===== src/rtl/mul_seq.sv =====
// Multi-cycle shift-add multiplier for the MUL/MLA/UMULL/SMULL/UMLAL/SMLAL families.
// Magnitudes are multiplied STEP bits per cycle; sign and accumulate are applied in FINISH.
module mul_seq #(
  parameter int WIDTH = 32,
  parameter int STEP  = 2
) (
  input  logic             clk,
  input  logic             rst,
  input  logic [WIDTH-1:0] B_In,
  input  logic [WIDTH-1:0] C,
  input  logic [WIDTH-1:0] Acc_Hi,
  input  logic [WIDTH-1:0] Acc_Lo,
  input  logic             U,
  input  logic             ACC,
  input  logic             LONG,
  input  logic             start,
  input  logic             MUL_HiLo,
  output logic [WIDTH-1:0] B_Out,
  output logic             busy,
  output logic             done,
  output logic             N_flag,
  output logic             Z_flag
);

  localparam int W2    = 2 * WIDTH;
  localparam int N     = WIDTH / STEP;
  localparam int CNT_W = (N > 1) ? $clog2(N) : 1;

  typedef enum logic [1:0] {
    S_IDLE,
    S_RUN,
    S_FINISH
  } state_t;

  state_t           state, state_nx;
  logic [W2-1:0]    mcand;
  logic [WIDTH-1:0] mplier;
  logic [W2-1:0]    partial;
  logic [W2-1:0]    acc_q;
  logic             neg_q;
  logic             long_q;
  logic [CNT_W-1:0] cnt;
  logic [W2-1:0]    res;

  logic [WIDTH-1:0] mag_b, mag_c;
  logic [W2-1:0]    step_sum;
  logic [W2-1:0]    p_fin;
  logic [W2-1:0]    res_nx;
  logic             n_nx, z_nx;

  // NOTE: sequential state uses non-blocking assignments so every register
  // samples pre-edge values; blocking here would create order-dependent races.
  always_ff @(posedge clk or posedge rst) begin
    if (rst) state <= S_IDLE;
    else     state <= state_nx;
  end

  // NOTE: every always_comb output gets a default first, so no path leaves a
  // signal unassigned and no latch is inferred.
  always_comb begin
    state_nx = state;
    unique case (state)
      S_IDLE:   if (start) state_nx = S_RUN;
      S_RUN:    if (cnt == CNT_W'(N - 1)) state_nx = S_FINISH;
      S_FINISH: state_nx = S_IDLE;
      default:  state_nx = S_IDLE;
    endcase
  end

  // 0x80..0 negates to itself, which read unsigned is exactly 2^(W-1).
  always_comb begin
    mag_b = (U && B_In[WIDTH-1]) ? -B_In : B_In;
    mag_c = (U && C[WIDTH-1])    ? -C    : C;
  end

  // mcand already carries the cycle_index*STEP shift, so only the digit weight is added here.
  always_comb begin
    step_sum = '0;
    for (int i = 0; i < STEP; i++) begin
      if (mplier[i]) step_sum = step_sum + (mcand << i);
    end
  end

  always_comb begin
    p_fin = neg_q ? -partial : partial;
    if (long_q) begin
      res_nx = p_fin + acc_q;
      n_nx   = res_nx[W2-1];
      z_nx   = (res_nx == '0);
    end else begin
      res_nx = {{WIDTH{1'b0}}, p_fin[WIDTH-1:0] + acc_q[WIDTH-1:0]};
      n_nx   = res_nx[WIDTH-1];
      z_nx   = (res_nx[WIDTH-1:0] == '0);
    end
  end

  always_ff @(posedge clk or posedge rst) begin
    if (rst) begin
      mcand   <= '0;
      mplier  <= '0;
      partial <= '0;
      acc_q   <= '0;
      neg_q   <= 1'b0;
      long_q  <= 1'b0;
      cnt     <= '0;
      res     <= '0;
      done    <= 1'b0;
      N_flag  <= 1'b0;
      Z_flag  <= 1'b0;
    end else begin
      done <= 1'b0;
      unique case (state)
        S_IDLE: begin
          if (start) begin
            mcand   <= {{WIDTH{1'b0}}, mag_b};
            mplier  <= mag_c;
            partial <= '0;
            cnt     <= '0;
            neg_q   <= U & (B_In[WIDTH-1] ^ C[WIDTH-1]);
            long_q  <= LONG;
            if (!ACC)      acc_q <= '0;
            else if (LONG) acc_q <= {Acc_Hi, Acc_Lo};
            else           acc_q <= {{WIDTH{1'b0}}, Acc_Lo};
          end
        end
        S_RUN: begin
          partial <= partial + step_sum;
          mcand   <= mcand << STEP;
          mplier  <= mplier >> STEP;
          cnt     <= cnt + CNT_W'(1);
        end
        S_FINISH: begin
          res    <= res_nx;
          N_flag <= n_nx;
          Z_flag <= z_nx;
          done   <= 1'b1;
        end
        default: ;
      endcase
    end
  end

  assign busy  = (state != S_IDLE);
  assign B_Out = MUL_HiLo ? res[W2-1:WIDTH] : res[WIDTH-1:0];

endmodule


===== config.mk =====
export PLATFORM = sky130hd
export DESIGN_NAME = mul_seq
export DESIGN_NICKNAME = d
export VERILOG_FILES = /design/src/rtl/mul_seq.sv
export SDC_FILE = /design/constraint.sdc
export NUM_CORES = 1
export LEC_CHECK = 0
export CORE_MARGIN = 5
export CORE_UTILIZATION = 24
export CTS_CLUSTER_DIAMETER = 80
export DETAILED_ROUTE_END_ITERATION = 10
export GPL_TIMING_DRIVEN = 0
export PLACE_DENSITY = 0.44
export REMOVE_ABC_BUFFERS = 1
export SYNTH_ARGS = -nofsm -noshare
export SYNTH_HDL_FRONTEND = slang
export SYNTH_SLANG_ARGS = --single-unit

===== constraint.sdc =====
create_clock -name clk -period 31 [get_ports clk]
set_input_delay 9.3 -clock clk [delete_from_list [all_inputs] [get_ports clk]]
set_output_delay 9.3 -clock clk [all_outputs]
set_load 0.005 [all_outputs]

### Routed clock nets over the placement, run 1

Drawn at 1.5 px/um.
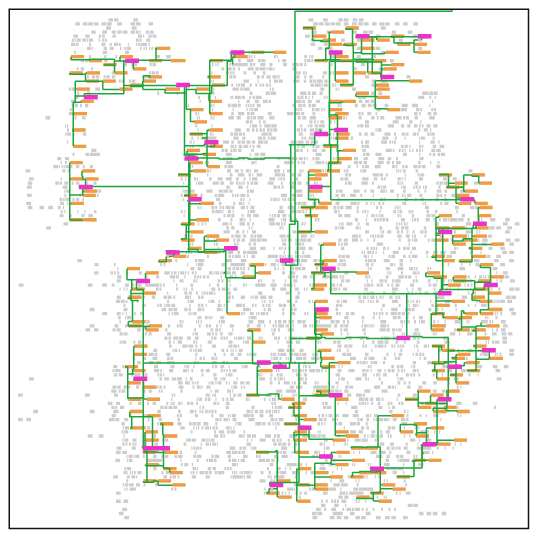
clock wires: shown in green, length 5390 um. flip-flops: shown in orange, count 299. clock-net drivers: shown in magenta, count 41.
Position of the flops: spread over the die.

### Floorplan with the power grid, run 1

Drawn at 1 px/um. Pins as bars on the die edge.
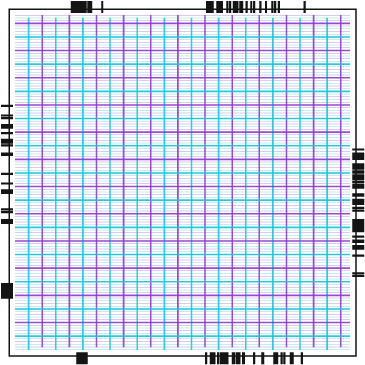
VSS: shown in cyan. VDD: shown in purple.
124 met1 rails follow the rows. 24 straps on met4. 171 signal pins sit on the boundary.

### Where the registers sit, run 1

Drawn at 1.5 px/um. Other sequential cells in the stronger grey, the rest of the logic in the fainter grey.
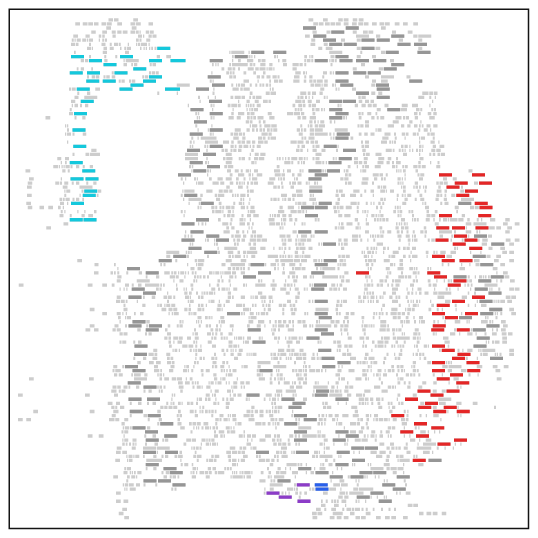
state: shown in blue, sequential cells 2. cnt: shown in purple, sequential cells 4, where bottom middle. mplier: shown in cyan, sequential cells 32, where top left. res: shown in red, sequential cells 64.
Another 197 sequential cells are not coloured.
register area: 7490 sq um
fraction of area in registers: 23.7%

run 1: critical path, cell delays in order:
cell and delay, ns:
sky130_fd_sc_hd__buf_2 0.62, sky130_fd_sc_hd__mux2_2 0.45, sky130_fd_sc_hd__clkdlybuf4s50_1 0.46
run 1: flip-flops by register name (all words and copies together) (netlist names), 2 cells and up:
name / flops
mcand: 64
state: 2
partial: 64
cnt: 4
res: 64
mplier: 32
acc_q: 64
run 1: path summary, 6_finish.rpt:
kind / from / end / depth (start not counted)
min in group asynchronous: rst / acc_q[15] / 2
worst max register to register: mplier[0] / partial[61] / 28
max in group asynchronous: rst / acc_q[61] / 5
worst min-delay path: res[6] / res[6] / 2
worst min register to register: res[6] / res[6] / 2
worst max-delay path: MUL_HiLo / B_Out[22] / 3
==> out/qor.rpt, run 1 <==
GRT
------------------------------------------------------------------------------
Vias in the first global route                                           24500
Largest net degree at the start of global routing                          100
Overall Global Routing Usage                                             14.4%

TIMING
------------------------------------------------------------------------------
Hold_ws                                                               0.473 ns
Setup repair after global routing missed its margin                         no
Post-layout worst setup margin                                        10.86 ns
Max Clock Freq                                                        49.6 MHz
Min Clock Period, post-route                                          20.14 ns

PWR
------------------------------------------------------------------------------
Maximum resistive drop on vdd                                        0.0468 mV
Share of total power in sequential cells                                 20.7%
Fraction of power spent switching nets                                   52.1%
Power consumed by combinational cells                                0.00268 W
Internal power component                                             0.00192 W
Total chip power                                                     0.00401 W
Fraction of power consumed by combinational cells                        66.8%

PLACED DESIGN
------------------------------------------------------------------------------
Post-DP Area                                                       30100 sq um
Routability Congestion                                                   0.844

CRITICAL PATH
------------------------------------------------------------------------------
Data arrival at the endpoint of the critical path                     10.84 ns
Setup slack of the worst register-to-register path                    23.33 ns

LAYOUT
------------------------------------------------------------------------------
Proportion of final cell area spent on non-clock buffers                 6.54%
Final cell area excluding filler cells                             31600 sq um
Number of non-clock inverters                                               72
Count of flip-flops and latches                                            299
Finished Layout Cells                                                     4952
Multi-input gate area                                              18400 sq um
Multi-input gate share of total cell area                                58.4%
Layout cell share with drive strength beyond 1                           5.68%

FLOORPLAN
------------------------------------------------------------------------------
IO Pins                                                                    171
DIE WIDTH                                                               345 um
Chip area                                                         119000 sq um
Rows                                                                       123

DETAILED ROUTING
------------------------------------------------------------------------------
Number of routed nets with antenna violations                                0
Post-route DRC violation count                                               0

SYNTH
------------------------------------------------------------------------------
Share of the synthesized area in the top cell type                       27.7%
Synthesized-area fraction occupied by ao, oa, aoi and oai cells          26.5%

RUN STATUS
------------------------------------------------------------------------------
Run status                                                           completed

CLOCKING
------------------------------------------------------------------------------
Clock tree from TritonCTS                                                 done

--- run 2 (diff from run 1) ---
--- a/config.mk
+++ b/config.mk
@@ -10,7 +10,7 @@
 export CTS_CLUSTER_DIAMETER = 80
 export DETAILED_ROUTE_END_ITERATION = 10
 export GPL_TIMING_DRIVEN = 0
-export PLACE_DENSITY = 0.44
+export PLACE_DENSITY = 0.45
 export REMOVE_ABC_BUFFERS = 1
 export SYNTH_ARGS = -nofsm -noshare
 export SYNTH_HDL_FRONTEND = slang
==> constraint.sdc (replaced) <==
create_clock -name clk -period 17.5 [get_ports clk]
set_input_delay 5.25 -clock clk [delete_from_list [all_inputs] [get_ports clk]]
set_output_delay 5.25 -clock clk [all_outputs]
set_load 0.005 [all_outputs]
==> run 2 against run 1 <==
  * Utilization grew 0.051 points
  * Sequential share of layout area hardly changed
  * Final cell count about the same
  * Non-clock buffer count up 2
  * Design area rose by 0.18%
  * Clock-buffer cell count down 1
  * Register-to-register slack lost 13 ns
  * Sequential cell count unchanged
  * Critical path depth stayed put
  * Critical endpoint is now B_Out[18]
==> out/qor.rpt, run 2 <==
DETAILED ROUTING
----------------------------------------------------------------------------------
Post-route DRC violation count                                                   0
Number of routed nets with antenna violations                                    0
Top Layer Used                                                                met5

CLOCKING
----------------------------------------------------------------------------------
Clock tree from TritonCTS                                                     done

TIMING
----------------------------------------------------------------------------------
Count of final hold-check violations                                             0
Hold_ws                                                                   0.472 ns
Setup repair after global routing missed its margin                             no
Max Clock Freq                                                            83.1 MHz
Min Clock Period, post-route                                              12.04 ns
Slew at the pin closest to its max-slew limit                              1.33 ns

FLOORPLAN
----------------------------------------------------------------------------------
DIE WIDTH                                                                   345 um
IO Pins                                                                        171
Chip area                                                             119000 sq um
Core area                                                             112000 sq um
Rows                                                                           123

SYNTH
----------------------------------------------------------------------------------
Largest combinational cell category by area                           AND-OR/OR-AND gates
Cell accounting for the most synthesized area                         sky130_fd_sc_hd__dfrtp_1
Synthesized-area fraction occupied by ao, oa, aoi and oai cells              26.5%
Share of the synthesized area in the top cell type                           27.7%
Ranking of synthesized cells by instance count                        sky130_fd_sc_hd__nand2_1, sky130_fd_sc_hd__o21ai_0, sky130_fd_sc_hd__dfrtp_1
Registers, synthesis                                                           299
Post-synth area hogs                                                  sky130_fd_sc_hd__dfrtp_1, sky130_fd_sc_hd__ha_1, sky130_fd_sc_hd__nand2_1
Distinct cells, synth                                                           88

LAYOUT
----------------------------------------------------------------------------------
Clk_buf instances                                                               59
Proportion of final cell area spent on non-clock buffers                     6.70%
Multi-input gate share of total cell area                                    58.3%
Number of antenna repair diodes                                                  1
Register area                                                           7490 sq um
Layout cell share with drive strength beyond 1                               5.79%
Number of non-clock inverters                                                   72
Count of flip-flops and latches                                                299
Finished Layout Cells                                                         4956
Final cell area excluding filler cells                                 31600 sq um
Multi-input gate area                                                  18400 sq um

GRT
----------------------------------------------------------------------------------
Largest net degree at the start of global routing                               99
Vias in the first global route                                               24000

CRITICAL PATH
----------------------------------------------------------------------------------
Family of cells with the greatest summed delay on the critical path   buffers and inverters
Data arrival at the endpoint of the critical path                          6.79 ns
Crit-path max cell delay                                                   0.61 ns
Crit-path cells                                                       buf_2 -> mux2_2 -> clkdlybuf4s50_1
Worst path slowest cell                                               sky130_fd_sc_hd__buf_2
Highest fanout seen on the critical path                                        32
Buffering stage count on the worst path with inverters included                  2

PWR
----------------------------------------------------------------------------------
Fraction of power consumed by combinational cells                            66.8%
Power consumed by combinational cells                                    0.00476 W
Total chip power                                                         0.00712 W
Share of total power in sequential cells                                     20.6%
Fraction of power spent switching nets                                       52.2%
Maximum resistive drop on vdd                                            0.0851 mV
Internal power component                                                 0.00340 W

PLACED DESIGN
----------------------------------------------------------------------------------
Routability Congestion                                                       0.836
Post-DP Area                                                           30200 sq um

RUN STATUS
----------------------------------------------------------------------------------
Run status                                                               completed

[run 2: per-stage QoR]
stage               TNS [ns]  worst slack (ns)  util, %
floorplan                  0              3.99        -
global placement     -643.07             -4.33     26.5
detailed placement         0              5.42     26.9
CTS                        0              5.41     28.2
global route               0              5.38     28.2
finish                     0              5.46     28.2
[run 2: path summary, 6_finish.rpt]
check                          start          end  slack [ns]  cells after the start
max in group asynchronous        rst    acc_q[61]       11.24                      4
min reg2reg                   res[6]       res[6]        0.47                      2
max reg2reg                mplier[0]  partial[58]        9.87                     30
min                           res[6]       res[6]        0.47                      2
min in group asynchronous        rst    acc_q[14]        5.08                      2
max                         MUL_HiLo    B_Out[18]        5.46                      3
### Routing congestion, run 2

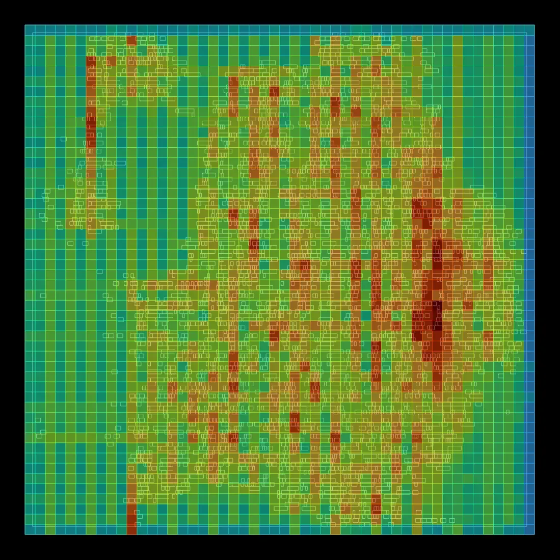
wire length per cell: 18.0 um
Overall Global Routing Usage: 14.3%

### Routed clock nets over the placement, run 2

Drawn at 1.5 px/um.
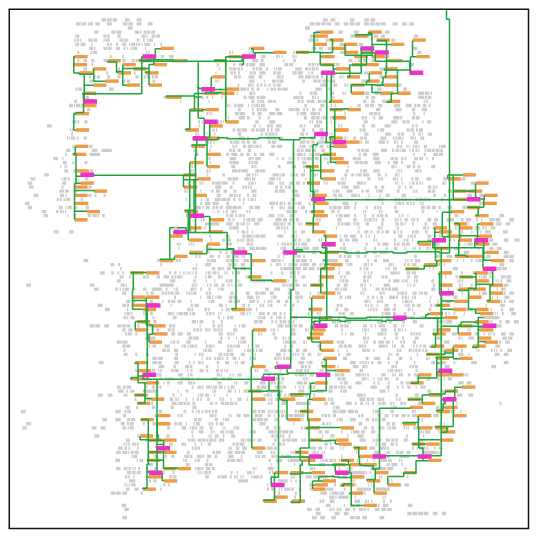
final setup skew: 0.0213 ns
Clock power frac: 12.6%
clock network power consumption: 0.000894 W
Worst-Skew Late Latency: 0.59 ns

### Where the registers sit, run 2

Drawn at 1.5 px/um. Other sequential cells in the stronger grey, the rest of the logic in the fainter grey.
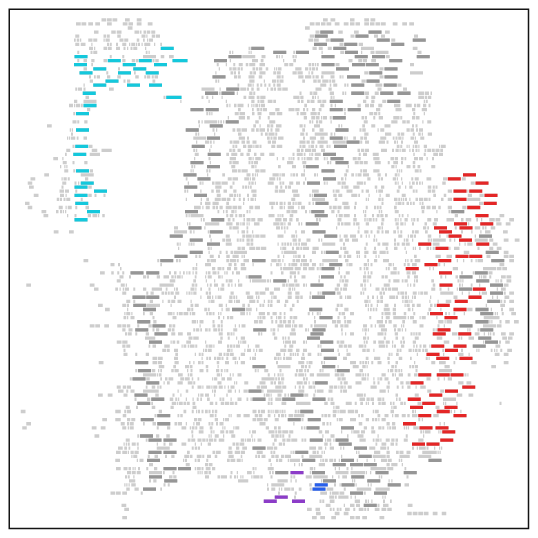
mplier: shown in cyan, sequential cells 32, where top left. cnt: shown in purple, sequential cells 4, where bottom middle. res: shown in red, sequential cells 64. state: shown in blue, sequential cells 2.
fraction of area in registers: 23.7%
power of the sequential group: 0.00147 W
post-layout utilization of the core: 28.2%

--- run 3 (diff from run 2) ---
--- a/config.mk
+++ b/config.mk
@@ -10,7 +10,7 @@
 export CTS_CLUSTER_DIAMETER = 80
 export DETAILED_ROUTE_END_ITERATION = 10
 export GPL_TIMING_DRIVEN = 0
-export PLACE_DENSITY = 0.45
+export PLACE_DENSITY = 0.44
 export REMOVE_ABC_BUFFERS = 1
 export SYNTH_ARGS = -nofsm -noshare
 export SYNTH_HDL_FRONTEND = slang
==> constraint.sdc (replaced) <==
create_clock -name clk -period 12.2 [get_ports clk]
set_input_delay 3.66 -clock clk [delete_from_list [all_inputs] [get_ports clk]]
set_output_delay 3.66 -clock clk [all_outputs]
set_load 0.005 [all_outputs]
==> run 3 against run 2 <==
  * Setup slack got worse by 2.1 ns
  * Hold slack gained 0.0014 ns
  * First-iteration DRC count grew 20%
  * Routed wire length is 0.40% higher
  * Non-clock buffer count shrank 2
  * Critical path depth unchanged
  * Critical path type unchanged
  * Largest power group unchanged
==> out/qor.rpt, run 3 <==
TIMING
----------------------------------------------------------------------------------
Setup repair after global routing missed its margin                             no
Hold_ws                                                                   0.473 ns
Final setup skew                                                         0.0299 ns
Post-layout worst setup margin                                             3.34 ns
Count of final hold-check violations                                             0
Max Clock Freq                                                             113 MHz
Slew at the pin closest to its max-slew limit                              1.40 ns

GRT
----------------------------------------------------------------------------------
Largest net degree at the start of global routing                              100
Vias in the first global route                                               24500

SYNTH
----------------------------------------------------------------------------------
Largest combinational cell category by area                           AND-OR/OR-AND gates
Distinct cells, synth                                                           88
Synthesized-area fraction occupied by ao, oa, aoi and oai cells              26.5%
Ranking of synthesized cells by instance count                        sky130_fd_sc_hd__nand2_1, sky130_fd_sc_hd__o21ai_0, sky130_fd_sc_hd__dfrtp_1
Cell accounting for the most synthesized area                         sky130_fd_sc_hd__dfrtp_1
Post-synth area hogs                                                  sky130_fd_sc_hd__dfrtp_1, sky130_fd_sc_hd__ha_1, sky130_fd_sc_hd__nand2_1
Share of the synthesized area in the top cell type                           27.7%
Registers, synthesis                                                           299

CLOCKING
----------------------------------------------------------------------------------
Worst-Skew Late Latency                                                    0.59 ns
Clock tree from TritonCTS                                                     done

CRITICAL PATH
----------------------------------------------------------------------------------
Setup slack of the worst register-to-register path                         4.53 ns
Worst setup path start                                                    MUL_HiLo
Termination of the worst setup path                                      B_Out[22]
Family of cells with the greatest summed delay on the critical path   buffers and inverters
Launch instance of the worst register-to-register path                   mplier[0]
Crit-path cells                                                       buf_2 -> mux2_2 -> clkdlybuf4s50_1
Worst path depth                                                                 3
Depth of the worst register-to-register path                                    28
Highest fanout seen on the critical path                                        32
Reg2Reg Capture Point                                                  partial[61]

MIN PATH
----------------------------------------------------------------------------------
Worst Hold Path EP                                                          res[6]
Hold Path Cell Cnt                                                               2
Hold path startpoint                                                        res[6]

PWR
----------------------------------------------------------------------------------
Total chip power                                                          0.0102 W
Fraction of power spent switching nets                                       52.1%
Fraction of power consumed by combinational cells                            66.8%
Maximum resistive drop on vdd                                             0.119 mV
Power of the sequential group                                            0.00211 W
Share of total power in sequential cells                                     20.7%
Internal power component                                                 0.00488 W
Clock network power consumption                                          0.00128 W
Clock power frac                                                             12.5%
Power consumed by combinational cells                                    0.00681 W

DETAILED ROUTING
----------------------------------------------------------------------------------
Post-route DRC violation count                                                   0
Wire length per cell                                                       18.1 um
Number of routed nets with antenna violations                                    0

PLACED DESIGN
----------------------------------------------------------------------------------
Worst setup slack after placement                                          3.32 ns
Post-DP Area                                                           30100 sq um

LAYOUT
----------------------------------------------------------------------------------
Post-layout utilization of the core                                          28.2%
Register area                                                           7490 sq um
Multi-input gate area                                                  18400 sq um
Finished Layout Cells                                                         4952
Proportion of final cell area spent on non-clock buffers                     6.54%
Number of non-clock inverters                                                   72
Count of flip-flops and latches                                                299

FLOORPLAN
----------------------------------------------------------------------------------
Chip area                                                             119000 sq um
DIE WIDTH                                                                   345 um
IO Pins                                                                        171
Rows                                                                           123

RUN STATUS
----------------------------------------------------------------------------------
Run status                                                               completed

[run 3: cell count changes in the layout (fill, tap and decap cells not counted)]
cell	previous run	this run
sky130_fd_sc_hd__clkinv_4	3	1
sky130_fd_sc_hd__clkbuf_8	8	9
sky130_fd_sc_hd__clkinvlp_4	1	2
sky130_fd_sc_hd__clkbuf_16	41	42
sky130_fd_sc_hd__clkbuf_1	10	9
sky130_fd_sc_hd__clkinv_8	0	1
sky130_fd_sc_hd__buf_16	9	7
sky130_fd_sc_hd__inv_6	5	2
sky130_fd_sc_hd__inv_16	1	0
sky130_fd_sc_hd__diode_2	1	2
[run 3: cells by family after synthesis]
family | Yosys count
AND/OR/NAND/NOR | 1142
adder cells (fa/ha/maj) | 174
flip-flops | 299
AND-OR/OR-AND | 1123
multiplexers | 67
XOR/XNOR | 314
buffers and inverters | 294
### Routed clock nets over the placement, run 3

Drawn at 1.5 px/um.
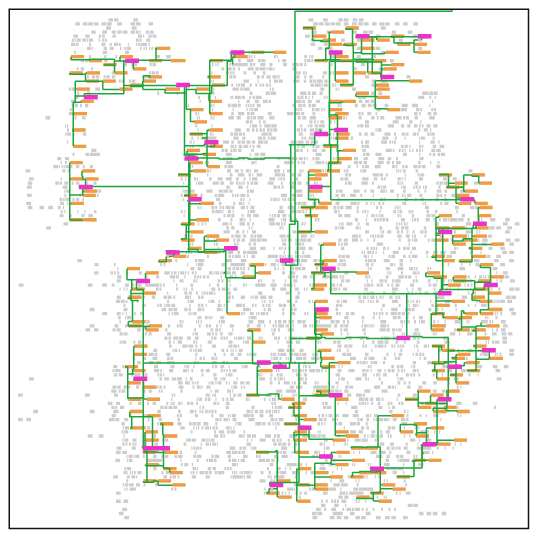
clock-net drivers: shown in magenta, count 41. flip-flops: shown in orange, count 299. clock wires: shown in green, length 5390 um.
There are 42 routed clock nets.

### Where the registers sit, run 3

Drawn at 1.5 px/um. Other sequential cells in the stronger grey, the rest of the logic in the fainter grey.
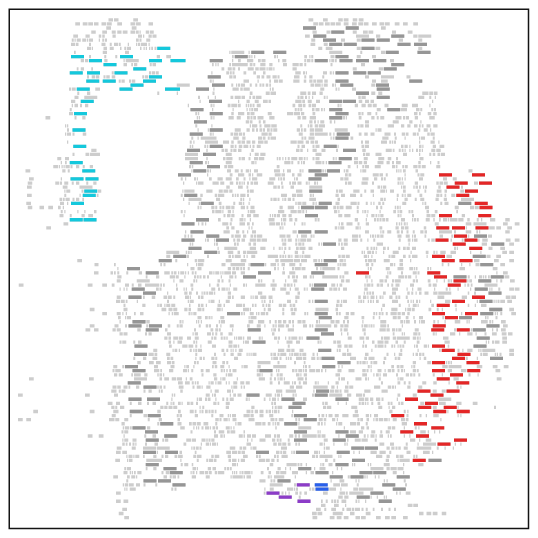
cnt: shown in purple, sequential cells 4, where bottom middle. mplier: shown in cyan, sequential cells 32, where top left. res: shown in red, sequential cells 64. state: shown in blue, sequential cells 2.
Another 197 sequential cells are not coloured.

### Placed cells, one colour a class, run 3

Drawn at 1.5 px/um. Fill, decap, tap and diode cells in grey.
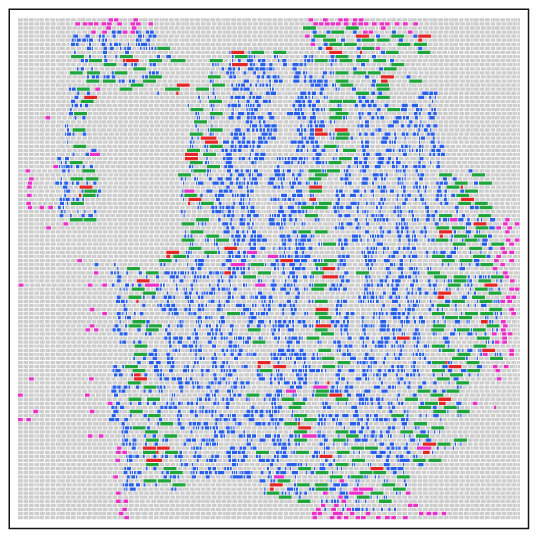
registers: shown in green, cells 299, share of their area 25%. remaining buffers and delay cells: shown in magenta, cells 186, share of their area 7.0%. remaining logic cells: shown in blue, cells 2892, share of their area 63%. clock drivers and dummy loads: shown in red, cells 73, share of their area 4.8%.
core area: 112000 sq um
final cell area excluding filler cells: 31600 sq um

Power figures rest on the tool's default switching activity, not on a simulated workload.
